==> config.mk <==
export PLATFORM = sky130hd
export DESIGN_NAME = mc_control_unit
export DESIGN_NICKNAME = d
export VERILOG_FILES = /design/src/rtl/mc_defs.sv /design/src/rtl/mc_ctrl_decode.sv /design/src/rtl/mc_control_unit.sv
export SDC_FILE = /design/constraint.sdc
export NUM_CORES = 1
export LEC_CHECK = 0
export CAP_MARGIN = 15
export CORE_AREA = 5 5 101 103
export DETAILED_ROUTE_END_ITERATION = 12
export DIE_AREA = 0 0 106 108
export GPL_TIMING_DRIVEN = 0
export HOLD_SLACK_MARGIN = 0.1
export MAX_ROUTING_LAYER = met4
export SLEW_MARGIN = 20
export SYNTH_ARGS = -nofsm -noshare
export SYNTH_HDL_FRONTEND = slang
export SYNTH_SLANG_ARGS = --single-unit
==> constraint.sdc <==
create_clock -name CLK -period 5.2 [get_ports CLK]
set_input_delay 0.78 -clock CLK [delete_from_list [all_inputs] [get_ports CLK]]
set_output_delay 0.78 -clock CLK [all_outputs]
set_load 0.02 [all_outputs]
Figure 1. Routed clock nets over the placement.
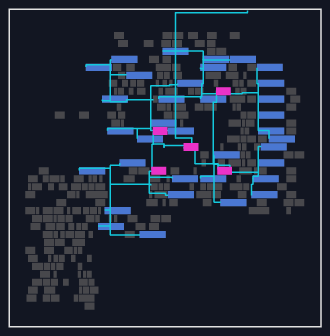
legend:
  flip-flops:
    colour: blue
    count: 35
  clock wires:
    colour: cyan
    length: 512 um
  clock drivers:
    colour: magenta
    count: 5
routed clock nets: 6
P_clk: 0.199 mW
clock power share: 0.208
clk_skew: 6.69 ps
clk_lat worst skew: 280 ps

Figure 2. Placed cells, one colour a class.
Fill, decap, tap and diode cells in grey.
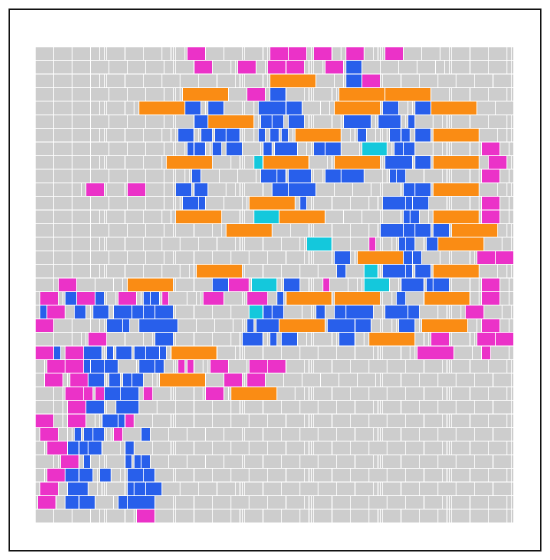
legend:
  sequential cells:
    colour: orange
    cells: 35
  clock drivers and dummy loads:
    colour: cyan
    cells: 8
  combinational and other logic:
    colour: blue
    cells: 160
  remaining buffers and delay cells:
    colour: magenta
    cells: 74
flop share of the area: 0.293
row count: 35
Finished Core Util: 0.328

==> flow_summary.toml <==
# flow metrics
[status]
outcome = "completed"

[yosys]
ys_seq_frac = 0.406
yosys-stat-area_sq_mm = 0.00216
ys_seq_elements = 35
synthFlopType = "dfrtp_1"
synth_nets = 219
yosysWarningCount = 0
syn-instance-count = 209
ys_types = 50
ys_cells = 209
top_cell_area_share = 0.406
top_cell = "dfrtp_1"
synth.avg_cell_area_sq_um = 10.3
yosys-top-cells-count = "dfrtp_1 (35), xor2_1 (29), nor3_1 (15)"
synth_area_sq_mm = 0.00216
synthTopCellsByArea = "dfrtp_1 (41%), xor2_1 (12%), nor4_2 (4.6%)"
edf_count = 0

[worst_hold_path]
hp-class = "input port to asynchronous set/reset pin"

[final_timing]
period_used_share = 0.756
final_max_slew_viol_count = 0
rsz0062_at_grt = "no"
period_minus_slack_ps = 3930
worst_pin_slew_ps = 645
layout_setup_ws_ps = 1270
whs_ps = 358
relSlewSlack = 0.570
finalHoldViolations = 0

[cells_and_area]
lay_top_count = "clkdlybuf4s50_1"
clkCellAreaFrac = 0.0297
largest_register_ffs = 32
n_all_buffers = 74
logic_gate_count = 153
buffer_area_frac = 0.232
drive_gt1_frac = 0.141
seq_area_sq_um = 876
area_growth_pct = 38.6
combGateArea_sq_mm = 0.00117
area.share.combinational = 0.390
clkbuf_count = 5
fin_nets = 286
postLayoutCellArea_sq_mm = 0.00299
seq_cell_count = 35
inv_count = 7
antenna_cells = 0
fillCellCount = 971
final_cell_mix = "clkdlybuf4s50_1 (58), dfrtp_1 (35), xor2_1 (29), nor3_1 (15), nor2_1 (12)"
final_cells = 388
biggestCellCategory = "logic gates"

[power_and_ir_drop]
p_seq_mw = 0.338
power_density_mw_per_mm2 = 319
p_int_mw = 0.572
switchingPower_mw = 0.381
p_total_mw = 0.953
combPwrFrac = 0.437
p_leak_nw = 1.28
switching_share = 0.400
peakVddDrop_mv = 0.282
power_frac_seq = 0.355
powerComb_mw = 0.416

[floorplan]
ios = 61
core_area_sq_mm = 0.00911
fp.dieW_um = 106
fp_util = 0.237
die_height_um = 108
die_area_sq_mm = 0.0114
taps = 111

[clock_tree]
clk_pin_slew_worst_paths_ps = 80
cts_tree = "built"
root_buffer = "clkbuf_8"
h-tree-depth = 2
cts_resized = 0
cts_setup_buffers = 0
ctsLongestPathBuffers = 2
numCtsBuffers = 5
hold_buffers = 0

[route]
wirelength_mm = 5.65
via_count = 1839
ant_nets = 0
drt_pass1_iterations = 4
drtIter0Drc = 69
wire_per_inst_um = 14.6
drc = 0

[critical_path]
r2r_setup_slack_ps = 3300
ff2ff_path_depth = 7
crit_fanout = 10
worst-setup-path-type = "input port to output pin"
critPathArrivalTime_ps = 3150
cp-end-kind = "output pin"
critPathLaunchType = "input port"
required_ps = 4420

[placement]
place_area_sq_mm = 0.00290
globalplace.congestion = 0.795
portBuffers = 59
dp_hpwl_mm = 4.26
place_inst = 380
dp_slack_ps = 1310

[global_routing]
grt_pass1_vias = 1857
grt_pass1_wl_mm = 8.98
grt_overflow_total = 0
antenna_found_initial = 0
grt_max_degree = 31
grtUsageTotal = 0.100

[flow_run]
warnings = 26
cap_violations = 0
logic make-up (layout without fill, tap and decap cells):
logic type / after synthesis / count (layout) / synth area share
xor+xnor: 33 / 33 / 0.134
compound gates: 19 / 19 / 0.0789
buf+inv: 21 / 89 / 0.0534
mux: 2 / 2 / 0.00986
flops: 35 / 35 / 0.406
fa+ha+maj: 1 / 1 / 0.00580
simple gates: 98 / 98 / 0.312
worst max-delay path, stage by stage:
cell and delay [ps]:
clkdlybuf4s50_1 490, buf_2 220, nor4bb_1 540, a211oi_2 200, a31oi_4 280, inv_2 70
clkdlybuf4s50_1 560
metal layers:
layer	wire length [um]	track usage	part of all wire
met3	240	0.0179	0.042
met4	86	0.0361	0.015
met2	2670	0.166	0.47
met5	0	-	0
met1	2650	0.123	0.47
Power and IR drop assume default switching activity.
